`src/rtl/lw_sha_round_ctrl.sv`:
```
// Round sequencer for the masked lightweight SHA-256/512 compression datapath.
// Optional macro LW_SHA_RAND_REFRESH_EN registers fresh a/e re-masking bits per round.
module lw_sha_round_ctrl #(
  parameter int W           = 32,
  parameter bit SUPPORT_512 = 1'b0
) (
  input  logic            clk_i,
  input  logic            rst_i,
  input  logic            start_i,
  input  logic            abort_i,
  input  logic            mode_i,
  input  logic [7:0][W:0] init_state_i,
  input  logic [W-1:0]    word_i,
  input  logic            word_valid_i,
  output logic            word_ready_o,
  input  logic [1:0]      rnd_i,
  output logic [7:0][W:0] rnd_state_o,
  output logic [6:0]      rnd_index_o,
  output logic [1:0]      rnd_random_o,
  input  logic [7:0][W:0] rnd_new_i,
  output logic            busy_o,
  output logic            done_o,
  output logic [7:0][W:0] digest_o,
  output logic [1:0]      dbg_state_o
);

  typedef enum logic [1:0] {
    S_IDLE  = 2'd0,
    S_ROUND = 2'd1,
    S_DONE  = 2'd2
  } state_t;

  localparam logic [6:0] LAST_256 = 7'd63;
  localparam logic [6:0] LAST_512 = 7'd79;

  state_t          fsm_q;
  logic [7:0][W:0] state_q;
  logic [6:0]      idx_q;
  logic            mode_q;
  logic [6:0]      last_idx;
  logic            start_load;
  logic            accept;

  // Handshake: a word is consumed on a cycle where word_valid_i and word_ready_o
  // are both 1 and abort_i is 0; word_ready_o is high only in ROUND and never
  // depends on word_valid_i.
  assign last_idx   = mode_q ? LAST_512 : LAST_256;
  assign start_load = (fsm_q == S_IDLE) & start_i & ~abort_i;
  assign accept     = word_valid_i & word_ready_o & ~abort_i;

  always_ff @(posedge clk_i) begin
    if (rst_i) begin
      fsm_q        <= S_IDLE;
      state_q      <= '0;
      idx_q        <= '0;
      mode_q       <= 1'b0;
      word_ready_o <= 1'b0;
      busy_o       <= 1'b0;
      done_o       <= 1'b0;
    end else begin
      done_o <= 1'b0;
      case (fsm_q)
        S_IDLE: begin
          if (start_load) begin
            fsm_q        <= S_ROUND;
            state_q      <= init_state_i;
            idx_q        <= '0;
            mode_q       <= mode_i & SUPPORT_512;
            word_ready_o <= 1'b1;
            busy_o       <= 1'b1;
          end
        end
        S_ROUND: begin
          if (abort_i) begin
            fsm_q        <= S_IDLE;
            state_q      <= '0;
            idx_q        <= '0;
            word_ready_o <= 1'b0;
            busy_o       <= 1'b0;
          end else if (accept) begin
            state_q <= rnd_new_i;
            // The index saturates at the last round so it never wraps.
            if (idx_q == last_idx) begin
              fsm_q        <= S_DONE;
              word_ready_o <= 1'b0;
              done_o       <= 1'b1;
            end else begin
              idx_q <= idx_q + 7'd1;
            end
          end
        end
        S_DONE: begin
          fsm_q  <= S_IDLE;
          busy_o <= 1'b0;
          if (abort_i) begin
            state_q <= '0;
            idx_q   <= '0;
          end
        end
        default: begin
          fsm_q        <= S_IDLE;
          word_ready_o <= 1'b0;
          busy_o       <= 1'b0;
        end
      endcase
    end
  end

  assign rnd_state_o = state_q;
  assign rnd_index_o = idx_q;
  assign digest_o    = state_q;
  assign dbg_state_o = fsm_q;

`ifdef LW_SHA_RAND_REFRESH_EN
  logic [1:0] rnd_q;

  always_ff @(posedge clk_i) begin
    if (rst_i) begin
      rnd_q <= 2'b00;
    end else if (start_load || accept) begin
      rnd_q <= rnd_i;
    end
  end

  assign rnd_random_o = rnd_q;
`else
  logic unused_rnd;
  assign unused_rnd   = ^rnd_i;
  assign rnd_random_o = 2'b00;
`endif

  // The schedule word goes straight to the datapath; the controller only paces it.
  logic unused_word;
  assign unused_word = ^word_i;

endmodule

```
`config.mk`:
```
export PLATFORM = sky130hd
export DESIGN_NAME = lw_sha_round_ctrl
export DESIGN_NICKNAME = d
export VERILOG_FILES = /design/src/rtl/lw_sha_round_ctrl.sv
export SDC_FILE = /design/constraint.sdc
export NUM_CORES = 1
export LEC_CHECK = 0
export CORE_AREA = 5 5 429 431
export DETAILED_ROUTE_END_ITERATION = 10
export DIE_AREA = 0 0 434 436
export PLACE_DENSITY = 0.38
export RECOVER_POWER = 25
export SLEW_MARGIN = 30
export SYNTH_ARGS = -nofsm -noshare
export SYNTH_HDL_FRONTEND = slang
export SYNTH_SLANG_ARGS = --single-unit
```
`constraint.sdc`:
```
create_clock -name clk_i -period 2.55 [get_ports clk_i]
set_clock_uncertainty 0.1 [all_clocks]
set_input_delay 0.6375 -clock clk_i [delete_from_list [all_inputs] [get_ports clk_i]]
set_output_delay 0.6375 -clock clk_i [all_outputs]
set_load 0.005 [all_outputs]
```
==> images/layer_met1.png <==
Scale bar: 100 um.
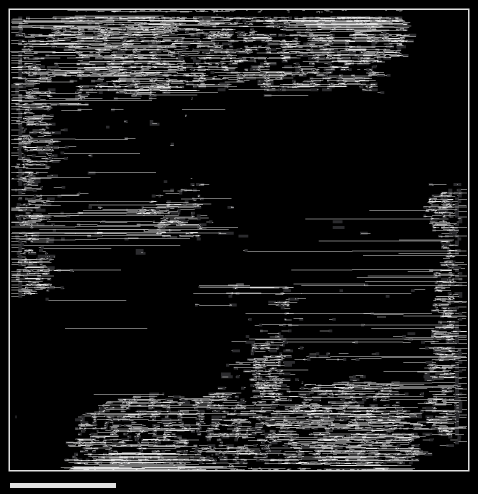
2902 nets have wire on it. The longest straight run is 186 um. The layer holds 38% of the routed length. The wires run mostly horizontal. The layer carries 49.5 mm of wire.
GR Util met1: 14.7%
drt total wl: 130 mm
Vias: 18100

==> images/layer_met2.png <==
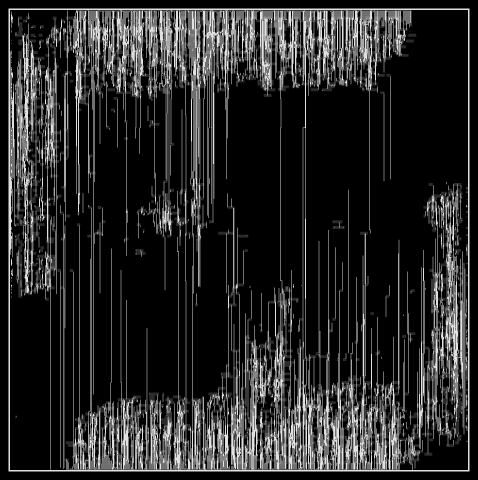
The layer carries 66.1 mm of wire. The layer holds 51% of the routed length. The wires run mostly vertical. The longest straight run is 364 um. 2782 nets have wire on it.
global routing usage on met2: 23.4%

==> images/layer_met3.png <==
Scale bar: 100 um.
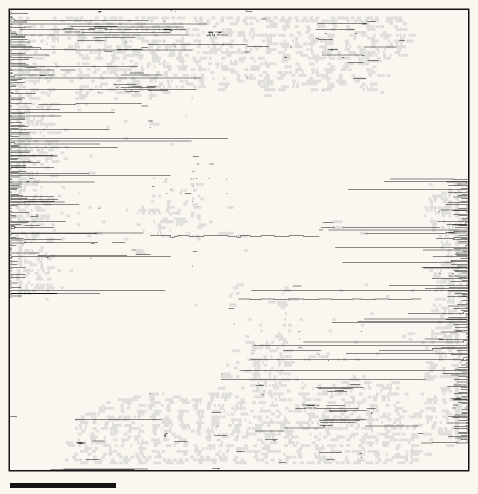
The wires run mostly horizontal. The layer carries 11800 um of wire. The layer holds 9.1% of the routed length. The longest straight run is 216 um.
met3 Usage GRT: 4.80%

==> images/flops_by_reg.png <==
Other sequential cells in the stronger grey, the rest of the logic in the fainter grey.
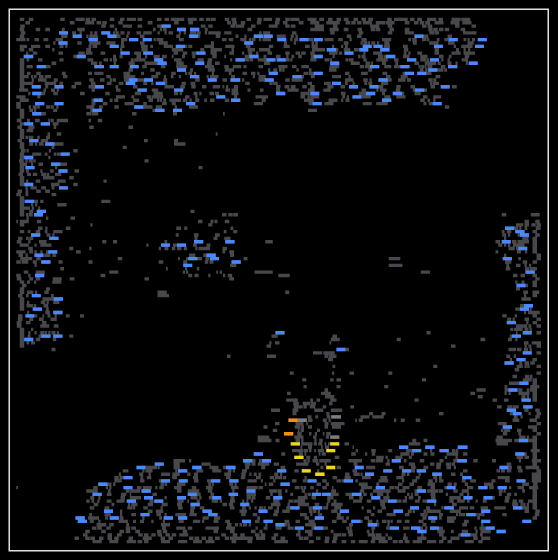
digest_o: marked blue, sequential cells 264, where all over the die. dbg_state_o: marked orange, sequential cells 2. rnd_index_o: marked yellow, sequential cells 7, where bottom middle.
Another 3 sequential cells are not coloured.
Seq/total area: 18.9%
Sequential Area: 5540 um2
seq pwr: 6.08 mW
final core occ: 16.3%

-- cells by family after synthesis --
group / share of synthesized area, %
flip-flops: 35.5
AND/OR/NAND/NOR: 20.5
AND-OR/OR-AND: 24.7
adder cells (fa/ha/maj): 0.402
buffers and inverters: 18.9
other: 0.0241
-- worst max-delay path by stage --
stage                         from          endpoint  cells past startpoint
finish                digest_o[23]   rnd_state_o[23]                      1
global route         digest_o[204]  rnd_state_o[204]                      1
CTS                  digest_o[191]     digest_o[191]                      1
detailed placement         start_i       digest_o[0]                      8
global placement           start_i       digest_o[4]                      8
floorplan           dbg_state_o[1]    rnd_index_o[6]                      8
-- layout make-up --
type                       count  share of cell area [%]
timing repair buffer        1207                    41.6
multi-input combinational   1126                    24.3
sequential                   276                    18.9
tap                         2370                    10.1
clock buffer                  63                    4.20
clock inverter                13                   0.650
antenna                        7                  0.0599
inverter                       4                  0.0513
-- registers in the layout (all words and copies together), names as in the netlist --
name          flops
digest_o        264
done_o            1
rnd_index_o       7
dbg_state_o       2
busy_o            1
word_ready_o      1
-- repair_timing --
action | CTS | global route
gates resized | 80 | 5
hold endpoints to repair | 0 | 0
setup endpoints to repair | 90 | 5
-- power groups by stage --
stage | registers (mW) | clock network, mW | logic (mW)
2_1_floorplan | 5.69 | 0 | 3.51
3_3_place_gp | 6.17 | 0 | 8.67
3_5_place_dp | 6.18 | 0 | 8.66
4_1_cts | 6.11 | 6.59 | 8.57
5_1_grt | 6.17 | 6.70 | 8.89
6_report | 6.08 | 6.24 | 8.25
-- routing by layer --
layer | vias up | global-route usage [%] | part of all wire [%]
met4 | 2 | 2.70 | 2.1
li1 | 8225 | - | -
met2 | 696 | 23.4 | 51
met5 | - | 0 | 0.010
met3 | 108 | 4.80 | 9.1
met1 | 9041 | 14.7 | 38
==> deck_impl_summary.md <==
Key Metrics from the Run

Run status
  • Status: finished clean

Placement
  • Pre-CTS setup slack: -0.335 ns
  • Placed instance count: 4983
  • RePlAce Congestion: 0.834
  • Dpl cell area: 28000 um2
  • IO Port Bufs: 1072
  • HPWL Detailed: about 110 mm

GRT
  • Initial antenna violation count: 23
  • Vias in the first global route: between 15000 and 20000
  • Largest net degree at the start of global routing: roughly 86
  • Gr ovfl total: 0
  • First-pass GRT wire length: 171 mm
  • Gr usage total: a little over an eighth

CTS
  • Clk root buf: clkbuf_16
  • Max Root-Sink Buffers: 3
  • Total CTS buffers: 42
  • Clock Latency Late Sink: just over 0.6 ns
  • Clock sinks: 276
  • CTS Hold Bufs: 0
  • H-tree Lvls: 2
  • CTS clk-pin slew, worst paths: 0.06 ns
  • TritonCTS clock tree: built
  • Post-CTS setup buffers: 0

STA
  • Final Cycle Share: 99.0%
  • Peak Freq: 0.396 GHz
  • Setup_tns: 0 ns
  • Tmin final: 2.52 ns
  • Slew margin rel.: 62.2%
  • Final setup violation count: 0
  • Slew Viols, Final: 0
  • RSZ-0062 raised after global routing: no
  • Setup WS post-layout: 0.0256 ns

Final layout
  • Nets: roughly 3200
  • Highest-count logic cell in the final layout: clkdlybuf4s50_1
  • Final std cells w/o fill: 5066
  • Most numerous logic cells after layout: 981 x clkdlybuf4s50_1, 272 x a21oi_1, 270 x nand3_1
  • Post-route cell area: approximately 29000 um2
  • Synth-to-Final Area Change: 88.1%
  • Layout cell share with drive strength beyond 1: 7.96%

Die
  • I/O pin cnt: about 1100
  • Core box area: around 180000 um2
  • Die H: 436 um
  • Row cnt: 156
  • Die area: 189000 um2
  • Initial core utilization: 8.65%

Critical path
  • Worst reg2reg path startpoint: dbg_state_o[1]
  • Crit-path cells: clkdlybuf4s50_1
  • Worst path bufs/invs: 1
  • Worst Setup Start Kind: flip-flop
  • Reg2reg path depth: 8
  • CP Max Fanout: 3
  • Required @ worst endpoint: approximately 1.8 ns
  • WP data arrival: ~1.8 ns
  • Max stage delay on crit path: 0.79 ns
  • Worst R2R Setup Slack: ~0.10 ns
  • WS Path Type: reg2out
  • CP max-delay cell: clkdlybuf4s50_1

Synthesis
  • Syn avg cell area: 8.27 um2
  • Post-synth seq share: 35.5%
  • Yosys chip area: between 15000 and 20000 um2
  • Primary FF master, synth: dfxtp_1
  • Post-synthesis async set-or-reset flop share: 0%
  • Dominant cell area share: 35.5%
  • Mapped Area: between 15000 and 20000 um2
  • Area leader, netlist: dfxtp_1
  • Yosys cell types: 39
  • Syn Inst Count: roughly 1900
  • Syn. warnings: 0

Detailed routing
  • Iter 0 DRT Violations: between 1000 and 1500
  • Final ANT Viol Nets: 0
  • Vias/cell: 3.57
  • Wire per inst: 25.7 um
  • Drt first pass iters: 5
  • DRC viols: 0

Power and ir drop
  • Clock share of power: 30.3%
  • Sequential Power Share: 29.5%
  • Pint: roughly 13 mW
  • Max IR drop VDD: 0.000440 V
  • Gate power share: 40.1%
  • Pwr dens: 703 nW/um2
  • Switching share of power: 36.5%
  • Total power: 20.6 mW
  • Pleak: 9.76 nW
  • Net switching power: 7.51 mW

Run
  • Max cap viols: 0
  • Tool Warnings: 64

Hold path
  • Hold path startpoint: rst_i
  • Hold Path Depth: 2
Power and IR drop assume default switching activity.
